--- config.mk ---
export PLATFORM = sky130hd
export DESIGN_NAME = fetch_req64
export DESIGN_NICKNAME = d
export VERILOG_FILES = /design/src/rtl/super_pkg.sv /design/src/rtl/fetch_req_tracker.sv /design/src/rtl/fetch_req64.sv
export SDC_FILE = /design/constraint.sdc
export NUM_CORES = 1
export LEC_CHECK = 0
export CELL_PAD_IN_SITES_DETAIL_PLACEMENT = 0
export CELL_PAD_IN_SITES_GLOBAL_PLACEMENT = 1
export CORE_MARGIN = 3
export CORE_UTILIZATION = 28
export DETAILED_ROUTE_END_ITERATION = 7
export PLACE_DENSITY = 0.88
export SYNTH_ARGS = -nofsm -noshare
export SYNTH_HDL_FRONTEND = slang
export SYNTH_SLANG_ARGS = --single-unit
--- constraint.sdc ---
create_clock -name clk_i -period 3.9 [get_ports clk_i]
set_clock_uncertainty 0.2 [all_clocks]
set_input_delay 0.975 -clock clk_i [delete_from_list [all_inputs] [get_ports clk_i]]
set_output_delay 0.975 -clock clk_i [all_outputs]
set_load 0.02 [all_outputs]
--- src/rtl/super_pkg.sv ---
// Shared types for the 64-bit fetch request path.
// Slot record and fetch granularity.
package super_pkg;

  localparam int unsigned FETCH_BYTES = 8;

  typedef struct packed {
    logic valid;
    logic discard;
    logic align64;
  } fetch_slot_t;

endpackage

--- src/rtl/fetch_req_tracker.sv ---
// In-order queue of outstanding fetch slots.
// Head is always entry 0; pops shift the queue down.
module fetch_req_tracker
  import super_pkg::*;
#(
  parameter int NUM_REQS = 2
) (
  input  logic                          clk_i,
  input  logic                          rst_i,
  input  logic                          alloc_i,
  input  fetch_slot_t                   alloc_slot_i,
  input  logic                          pop_i,
  input  logic                          discard_all_i,
  output fetch_slot_t                   head_o,
  output logic [$clog2(NUM_REQS+1)-1:0] count_o
);

  localparam int CW = $clog2(NUM_REQS + 1);

  fetch_slot_t [NUM_REQS-1:0] slots_q, slots_d;
  logic [CW-1:0] count_q, count_d;
  logic [CW-1:0] base;

  always_comb begin
    slots_d = slots_q;
    base    = count_q;
    if (pop_i) begin
      for (int i = 0; i < NUM_REQS - 1; i++) begin
        slots_d[i] = slots_q[i+1];
      end
      slots_d[NUM_REQS-1] = '0;
      base = count_q - 1'b1;
    end
    if (alloc_i) begin
      for (int i = 0; i < NUM_REQS; i++) begin
        if (base == CW'(i)) begin
          slots_d[i] = alloc_slot_i;
        end
      end
    end
    // a slot allocated this cycle is covered too
    if (discard_all_i) begin
      for (int i = 0; i < NUM_REQS; i++) begin
        if (slots_d[i].valid) begin
          slots_d[i].discard = 1'b1;
        end
      end
    end
    count_d = base + CW'(alloc_i);
  end

  always_ff @(posedge clk_i) begin
    if (rst_i) begin
      slots_q <= '0;
      count_q <= '0;
    end else begin
      slots_q <= slots_d;
      count_q <= count_d;
    end
  end

  assign head_o  = slots_q[0];
  assign count_o = count_q;

endmodule

--- src/rtl/fetch_req64.sv ---
// Request engine of the 64-bit instruction fetch path.
// Issues bus reads, tracks them, forwards responses to the FIFO.
module fetch_req64
  import super_pkg::*;
#(
  parameter int NUM_REQS       = 2,
  parameter bit UnalignedFetch = 1'b1
) (
  input  logic                clk_i,
  input  logic                rst_i,
  input  logic                fetch_en_i,
  input  logic                branch_i,
  input  logic [31:0]         branch_addr_i,
  input  logic [NUM_REQS-1:0] fifo_busy_i,
  output logic                fifo_clear_o,
  output logic                fifo_valid_o,
  output logic [31:0]         fifo_addr_o,
  output logic [63:0]         fifo_rdata_o,
  output logic                fifo_err_o,
  output logic                fifo_align64_o,
  output logic                instr_req_o,
  input  logic                instr_gnt_i,
  output logic [31:0]         instr_addr_o,
  input  logic                instr_rvalid_i,
  input  logic [63:0]         instr_rdata_i,
  input  logic                instr_err_i,
  output logic                busy_o
);

  localparam int CW = $clog2(NUM_REQS + 1);
  localparam int SW = CW + 1;

  typedef enum logic {
    IDLE = 1'b0,
    REQ  = 1'b1
  } state_e;

  state_e      state_q, state_d;
  logic [31:0] addr_q, addr_d;
  logic        align_q, align_d;
  logic        err_halt_q, err_halt_d;
  logic        pend_q, pend_d;
  logic [31:0] pend_addr_q, pend_addr_d;
  logic        pend_align_q, pend_align_d;

  fetch_slot_t    head;
  fetch_slot_t    alloc_slot;
  logic [CW-1:0]  count;
  logic           gnt;
  logic           pop;
  logic           fwd;
  logic [31:0]    tgt_addr;
  logic           tgt_align;
  logic [SW-1:0]  busy_cnt;
  logic [SW-1:0]  cnt_nxt;
  logic           issue_ok;

  assign instr_req_o  = (state_q == REQ);
  assign instr_addr_o = addr_q;
  assign gnt          = instr_req_o & instr_gnt_i;
  assign pop          = instr_rvalid_i & head.valid;
  assign fwd          = pop & ~head.discard & ~branch_i;

  assign fifo_clear_o   = branch_i;
  assign fifo_addr_o    = branch_addr_i;
  assign fifo_valid_o   = fwd;
  assign fifo_rdata_o   = instr_rdata_i;
  assign fifo_err_o     = instr_err_i;
  assign fifo_align64_o = head.align64;
  assign busy_o         = (count != '0) | instr_req_o;

  // the held request's slot is stale if a branch arrived while it waited
  assign alloc_slot = '{valid: 1'b1, discard: pend_q, align64: align_q};

  always_comb begin
    if (UnalignedFetch) begin
      tgt_addr  = {branch_addr_i[31:2], 2'b00};
      tgt_align = ~branch_addr_i[2];
    end else begin
      tgt_addr  = {branch_addr_i[31:3], 3'b000};
      tgt_align = 1'b1;
    end
  end

  always_comb begin
    addr_d       = addr_q;
    align_d      = align_q;
    err_halt_d   = err_halt_q;
    pend_d       = pend_q;
    pend_addr_d  = pend_addr_q;
    pend_align_d = pend_align_q;
    if (fwd & instr_err_i) begin
      err_halt_d = 1'b1;
    end
    if (gnt) begin
      if (pend_q) begin
        addr_d  = pend_addr_q;
        align_d = pend_align_q;
        pend_d  = 1'b0;
      end else begin
        addr_d = addr_q + 32'(FETCH_BYTES);
      end
    end
    if (branch_i) begin
      err_halt_d = 1'b0;
      if (instr_req_o & ~instr_gnt_i) begin
        pend_d       = 1'b1;
        pend_addr_d  = tgt_addr;
        pend_align_d = tgt_align;
      end else begin
        addr_d  = tgt_addr;
        align_d = tgt_align;
        pend_d  = 1'b0;
      end
    end
  end

  always_comb begin
    busy_cnt = '0;
    for (int i = 0; i < NUM_REQS; i++) begin
      busy_cnt = busy_cnt + SW'(fifo_busy_i[i]);
    end
    cnt_nxt  = SW'(count) + SW'(gnt) - SW'(pop);
    issue_ok = fetch_en_i & ~err_halt_d &
               ((cnt_nxt + busy_cnt) < SW'(NUM_REQS));
  end

  always_comb begin
    state_d = state_q;
    unique case (state_q)
      IDLE: if (issue_ok) state_d = REQ;
      REQ:  if (gnt & ~issue_ok) state_d = IDLE;
      default: state_d = IDLE;
    endcase
  end

  always_ff @(posedge clk_i) begin
    if (rst_i) begin
      state_q      <= IDLE;
      addr_q       <= '0;
      align_q      <= 1'b1;
      err_halt_q   <= 1'b0;
      pend_q       <= 1'b0;
      pend_addr_q  <= '0;
      pend_align_q <= 1'b1;
    end else begin
      state_q      <= state_d;
      addr_q       <= addr_d;
      align_q      <= align_d;
      err_halt_q   <= err_halt_d;
      pend_q       <= pend_d;
      pend_addr_q  <= pend_addr_d;
      pend_align_q <= pend_align_d;
    end
  end

  fetch_req_tracker #(
    .NUM_REQS (NUM_REQS)
  ) u_tracker (
    .clk_i         (clk_i),
    .rst_i         (rst_i),
    .alloc_i       (gnt),
    .alloc_slot_i  (alloc_slot),
    .pop_i         (pop),
    .discard_all_i (branch_i),
    .head_o        (head),
    .count_o       (count)
  );

  always_ff @(posedge clk_i) begin
    if (!rst_i) begin
      assert (!(instr_rvalid_i && !head.valid));
    end
  end

endmodule

Fig. 1: run 1, cells coloured by class
Bar = 50 µm.
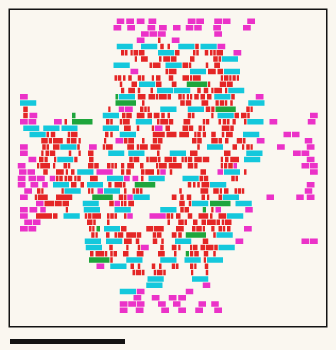
Key: other buffers and delay cells = magenta [cells 121]; clock drivers and dummy loads = green [cells 14]; combinational and other logic = red [cells 411]; flops = cyan [cells 75]
Seq/total area: 0.267
final cell utilization of the core: 0.338
number of placement rows: 47

Fig. 2: run 1, signal metal coverage by tile
Bar = 50 µm. 27 x 27 tiles, from dark purple (low) to yellow (high), scaled to the fullest tile. Values are wire area over tile area, all layers added.
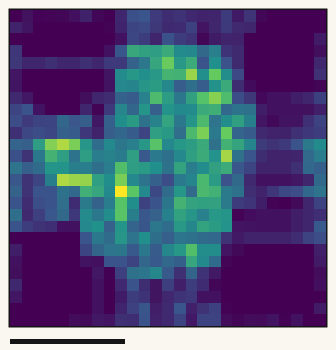
27% of the tiles are nearly empty. The mean over all tiles is 0.11. The fullest tile reaches 0.52.
GR Util All Layers: 0.144
Detailed Route WL: 13400 µm
average detailed-routed wire length per instance: 15.9 µm
vias: 4198

Fig. 3: run 1, port wiring
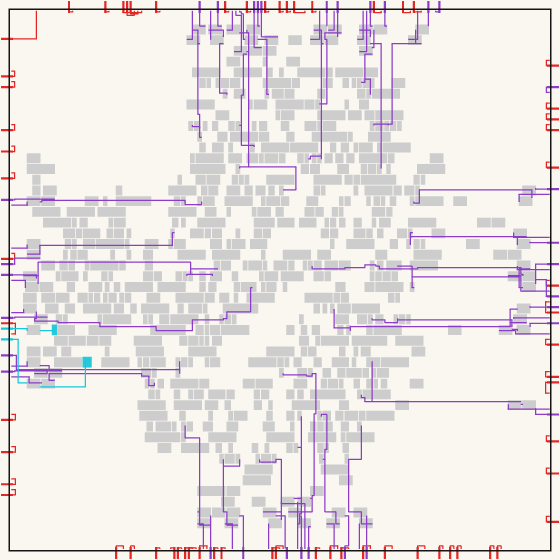
Key: `fifo_addr_o` = purple [bits 32, direction output, end cells 0, buffers 60, wire 1680 µm]; `instr_rdata_i` = red [bits 64, direction input, end cells 0, buffers 0, wire 177 µm]; `fifo_busy_i` = cyan [bits 2, direction input, end cells 2, buffers 2, wire 40.7 µm]
Buffers on Ports: 106
number of primary I/O pins: 239

==> notes.md, run 1 <==
Purpose: to document the outcome of synthesis and place and route.

CTS
The H-tree was split into 3 levels. Looking at the clock tree report, the root buffer type is sky130_fd_sc_hd__clkbuf_16. The clock network latency to the later pin of the worst-skew pair is 0.34 ns. The clock tree buffer depth is 2.

Cells and area
The filler cells instantiated in the layout total 1742. The diode insertion count for antenna repair is 0.

Min path
Checking hold timing, the worst path is listed with class reg2reg.

Placed design
The placed standard-cell area is 5370 µm².

Synthesis
The commonest cells after synthesis are sky130_fd_sc_hd__nand2_1, sky130_fd_sc_hd__buf_4, sky130_fd_sc_hd__dfxtp_1. The post-synth tally of flip-flops with integrated enable is 0. The number of cells reported by Yosys stat comes to 619. In the synthesized netlist, the number of instances is 619. The post-synthesis chip area from yosys is 4790 µm².

Flow run
The number of warnings reported in the stage logs is 26.

Power and ir drop
The top contributor to total power is registers. The internal power is 1.45 mW. The clock network power is 0.726 mW.

Drt
Detailed-route iteration 0 reported a violation count of 278.

Final timing
The hold violation count in the final report is 0. The flow reports an fmax of 282 MHz. Setup repair after global routing left no endpoint under its margin.

Outcome
The flow ran to the end, and the final reports show no timing, DRC or antenna violations.

Worst setup path
The cell class contributing the biggest share of worst-path delay is buffers and inverters. Traced cell by cell, the critical path runs through clkdlybuf4s50_1 -> nand2_1 -> nor3_1 -> clkdlybuf4s50_1. The delay contributed by the slowest stage of the critical path is 0.63 ns. The critical path data arrival time is 2.37 ns. The most used cell along the critical path is sky130_fd_sc_hd__clkdlybuf4s50_1. Per the timing report, the biggest fanout along the worst path comes to 4.

Floorplanning
The horizontal die dimension is 137 µm.
[run 1: flip-flops by register name (all words and copies together) (netlist names), 2 cells and up]
register,cells
instr_addr_o,32
u_tracker.count_o,2
pend_addr_q,30
u_tracker.slots_q,3
u_tracker.head_o,3
[run 1: layout by cell type, fill, tap and decap left out, types with 4 or more instances in the layout]
cell type and count:
sky130_fd_sc_hd__a211oi_1 11, sky130_fd_sc_hd__a21oi_1 51, sky130_fd_sc_hd__a221oi_1 7, sky130_fd_sc_hd__a31oi_1 8, sky130_fd_sc_hd__and2_1 4, sky130_fd_sc_hd__buf_4 13, sky130_fd_sc_hd__clkbuf_16 9, sky130_fd_sc_hd__clkdlybuf4s50_1 105
sky130_fd_sc_hd__clkinv_2 4, sky130_fd_sc_hd__dfxtp_1 75, sky130_fd_sc_hd__ha_1 5, sky130_fd_sc_hd__inv_1 12, sky130_fd_sc_hd__mux2i_1 18, sky130_fd_sc_hd__nand2_1 117, sky130_fd_sc_hd__nand2b_1 4, sky130_fd_sc_hd__nand3_1 11
sky130_fd_sc_hd__nand4_1 12, sky130_fd_sc_hd__nor2_1 28, sky130_fd_sc_hd__nor3_1 6, sky130_fd_sc_hd__nor4_1 4, sky130_fd_sc_hd__o211ai_1 10, sky130_fd_sc_hd__o21ai_0 18, sky130_fd_sc_hd__o22ai_1 4, sky130_fd_sc_hd__or3_1 12
[run 1: path summary, 6_finish.rpt]
| path | to | start | slack [ns] | cells after the start |
|---|---|---|---|---|
| setup / recovery | fifo_valid_o | instr_rvalid_i | 0.35 | 4 |
| hold / removal | pend_addr_q[31] | pend_addr_q[31] | 0.25 | 2 |
| setup reg to reg | instr_addr_o[31] | instr_addr_o[3] | 1.36 | 6 |
| hold reg to reg | pend_addr_q[31] | pend_addr_q[31] | 0.25 | 2 |
[run 1: per-stage QoR]
stage | util | power [mW] | setup slack [ns] | instances
after floorplan | - | 1.28 | 0.587 | 619
final | 0.338 | 2.10 | 0.351 | 841
after global routing | 0.338 | 2.22 | 0.296 | 841
after global placement | 0.323 | 1.39 | 0.285 | 827
after detailed placement | 0.323 | 1.39 | 0.243 | 827
after CTS | 0.338 | 2.13 | 0.336 | 841
[run 1: worst reg2reg max path, delay by kind of cell, from the launching register on]
| family | cells | cell delay [ns] |
|---|---|---|
| and+or+nand+nor | 3 | 1.11 |
| DFF | 1 | 0.46 |
| AOI/OAI and AO/OA | 1 | 0.28 |
| adders and majority gates | 1 | 0.23 |
| muxes | 1 | 0.17 |
[run 1: cells by family (layout without fill, tap and decap cells)]
logic type      count (synthesis)  after routing  synth area share
compound gates                141            141             0.190
fa+ha+maj                       7              7            0.0214
xor+xnor                        3              3           0.00548
buf+inv                       146            148             0.196
mux                            21             21            0.0446
simple gates                  226            226             0.230
flops                          75             75             0.313
[run 1: metal layers]
layer	global-route usage	vias up	part of all wire
met5	0	-	0
met4	0.0504	0	0.014
met3	0.0353	18	0.066
met2	0.217	129	0.45
met1	0.200	1966	0.47
li1	-	2085	-
[run 1: cell type report]
type	instances	area share
Clock buffer	10	0.0407
Clock inverter	4	0.00356
Inverter	13	0.00868
Multi-Input combinational cell	398	0.419
Sequential cell	75	0.267
Tap cell	220	0.0490
Timing Repair Buffer	121	0.212
Fig. 4: run 1, routing congestion
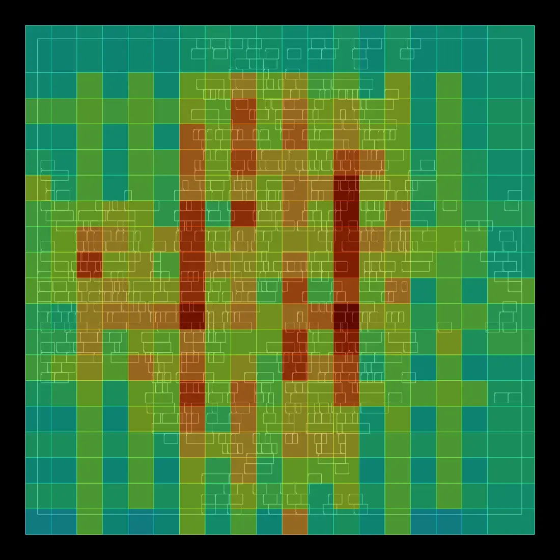

==> run 1 -> run 2 <==
Settings changed: CORE_UTILIZATION 28 to 30, PLACE_DENSITY 0.88 to 0.93, REMOVE_ABC_BUFFERS set to 1.
Clock period 3.9 ns to 4.1 ns, I/O delays scaled along.
Fig. 5: run 2, routing congestion
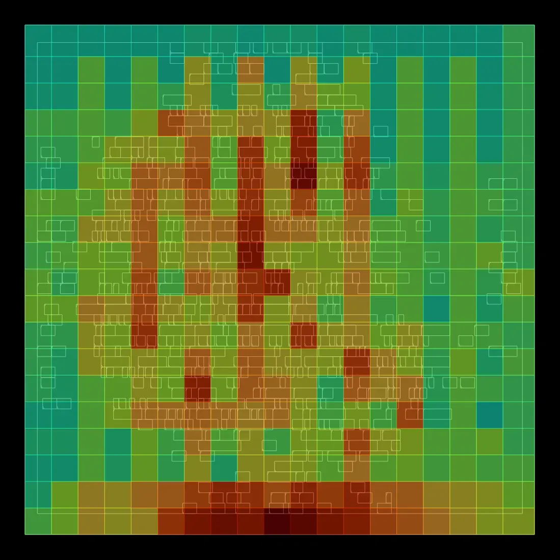
met2 Resource Use GR: 0.239
routing layer with the top usage in global route: met1
met3 usage in global routing: 0.153
average detailed-routed wire length per instance: 20.7 µm

==> run 2 against run 1 <==
  * Count of clock-buffer cells in the layout up 1
  * Critical path type unchanged
  * Combinational power down 5.4%
  * Core utilization increased by 3.0 points
  * Sequential share of layout area fell by 0.26 points
  * Critical path depth did not move
  * Sequential power down 5.0%
  * Synthesized area is the same
  * Largest power group is now clock
==> notes.md, run 2 <==
Purpose: to document the outcome of synthesis and place and route.

Synthesis
The post-synth tally of flip-flops with integrated enable is 0. For reference, the top cells by count after synthesis are sky130_fd_sc_hd__nand2_1, sky130_fd_sc_hd__buf_4, sky130_fd_sc_hd__dfxtp_1. The cell-mix breakdown from Yosys lists the simple-gate area share as 0.230. In the Yosys report the total cell count is 619. In this run, the synthesized area fraction spent on AND-OR/OR-AND gates is recorded as 0.190. The synthesized-area fraction occupied by xor and xnor cells is 0.00548. Counting every instance in the synthesized netlist gives 619.

CTS
The clock network latency to the later pin of the worst-skew pair is 0.34 ns. Looking at the clock tree report, the root buffer type is sky130_fd_sc_hd__clkbuf_16. The H-tree level count is 3.

Drt
The wire length reported by the detailed router is 17200 µm.

Cells and area
The most frequent standard cell in the layout excluding fill and tap cells is sky130_fd_sc_hd__nand2_1. The number of fill cells is 1629. By instance count after routing, the leading logic cell types are sky130_fd_sc_hd__nand2_1, sky130_fd_sc_hd__clkdlybuf4s50_1, sky130_fd_sc_hd__dfxtp_1, sky130_fd_sc_hd__a21oi_1, sky130_fd_sc_hd__nor2_1. The diode insertion count for antenna repair is 0.

Floorplanning
For reference, the placement row count at floorplan is 45. The horizontal die dimension is 132 µm.

Placed design
The worst setup timing slack at the placement stage is 0.219 ns.

Worst setup path
The minimum setup slack among reg-to-reg paths is 1.41 ns. The maximum fanout along the worst path is 7. The critical path data arrival time is 2.64 ns.

Power and ir drop
Summing internal, switching and leakage power gives 2.22 mW.

Final timing
Hold-check failures listed in the final report amount to 0. Setup repair after global routing left no endpoint under its margin. The highest attainable clock frequency is 259 MHz.

Flow run
The number of warning messages in the logs is 25.

Outcome
The run finished with clean final reports.

Min path
The worst hold path belongs to the class reg2reg.
Fig. 6: run 2, cells by drive strength
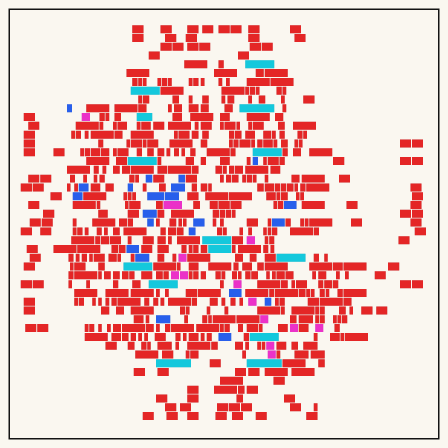
Key: _0 and _1 cells = red [cells 572, most used nand2_1]; _2 cells = blue [cells 22]; _3 and _4 cells = magenta [cells 13, most used buf_4]; _6 and larger = cyan [cells 14, most used clkbuf_16]
number of ordinary and repair buffers in the finished layout: 119
post-layout worst setup margin: 0.232 ns

run 2: cell types whose count changed in the layout (fill, tap and decap cells not counted), sizes merged:
cell    change
buf         -2
bufinv      +3
clkinv      -2
clkbuf      +1
run 2: critical path, stage by stage:
cell,delay (ns)
sky130_fd_sc_hd__clkdlybuf4s50_1,0.53
sky130_fd_sc_hd__nand2_1,0.18
sky130_fd_sc_hd__nor3_1,0.25
sky130_fd_sc_hd__clkdlybuf4s50_1,0.66
run 2: logic make-up (layout without fill, tap and decap cells):
family,after synthesis,count (layout)
AND/OR/NAND/NOR,226,226
buffers and inverters,146,148
AND-OR/OR-AND,141,141
flip-flops,75,75
multiplexers,21,21
adder cells (fa/ha/maj),7,7
XOR/XNOR,3,3
run 2: final timing paths:
path                  startpoint              end  cells past startpoint
max               instr_rvalid_i     fifo_valid_o                      4
max reg2reg  u_tracker.head_o[2]      instr_req_o                      9
min              pend_addr_q[10]  pend_addr_q[10]                      2
min reg2reg      pend_addr_q[10]  pend_addr_q[10]                      2
run 2: final cells by class:
class | count | share of cell area
clock buffers | 11 | 0.0428
clock inverters | 5 | 0.0176
inverters | 13 | 0.00859
multi-input cells | 398 | 0.415
flip-flops and latches | 75 | 0.264
well taps | 211 | 0.0465
repair buffers | 119 | 0.205
run 2: stage by stage:
stage                     cell area (µm²)  utilization  hold WS, ns  instances
after CTS                            5680        0.368        0.251        832
final                                5680        0.368        0.250        832
after global routing                 5680        0.368        0.270        832
after detailed placement             5340        0.346        0.242        816
after global placement               5340        0.346        0.238        816
after floorplan                      3900            -        0.226        486
run 2: power by group:
part / switching (mW) / internal, mW / leakage [nW]
Combinational: 0.264 / 0.210 / 1.19
Clock: 0.309 / 0.609 / 0.169
Sequential: 0.0558 / 0.774 / 0.612
Total: 0.629 / 1.59 / 1.97
run 2: layer usage:
layer  vias to the layer above  part of all wire  GRT usage
met1                      2003              0.43      0.256
met4                         4             0.011     0.0450
met3                        18              0.17      0.153
met5                         -            0.0082     0.0639
met2                       261              0.37      0.239
li1                       2070                 -          -
No activity file was given, so power comes from the tool's default toggle rates.
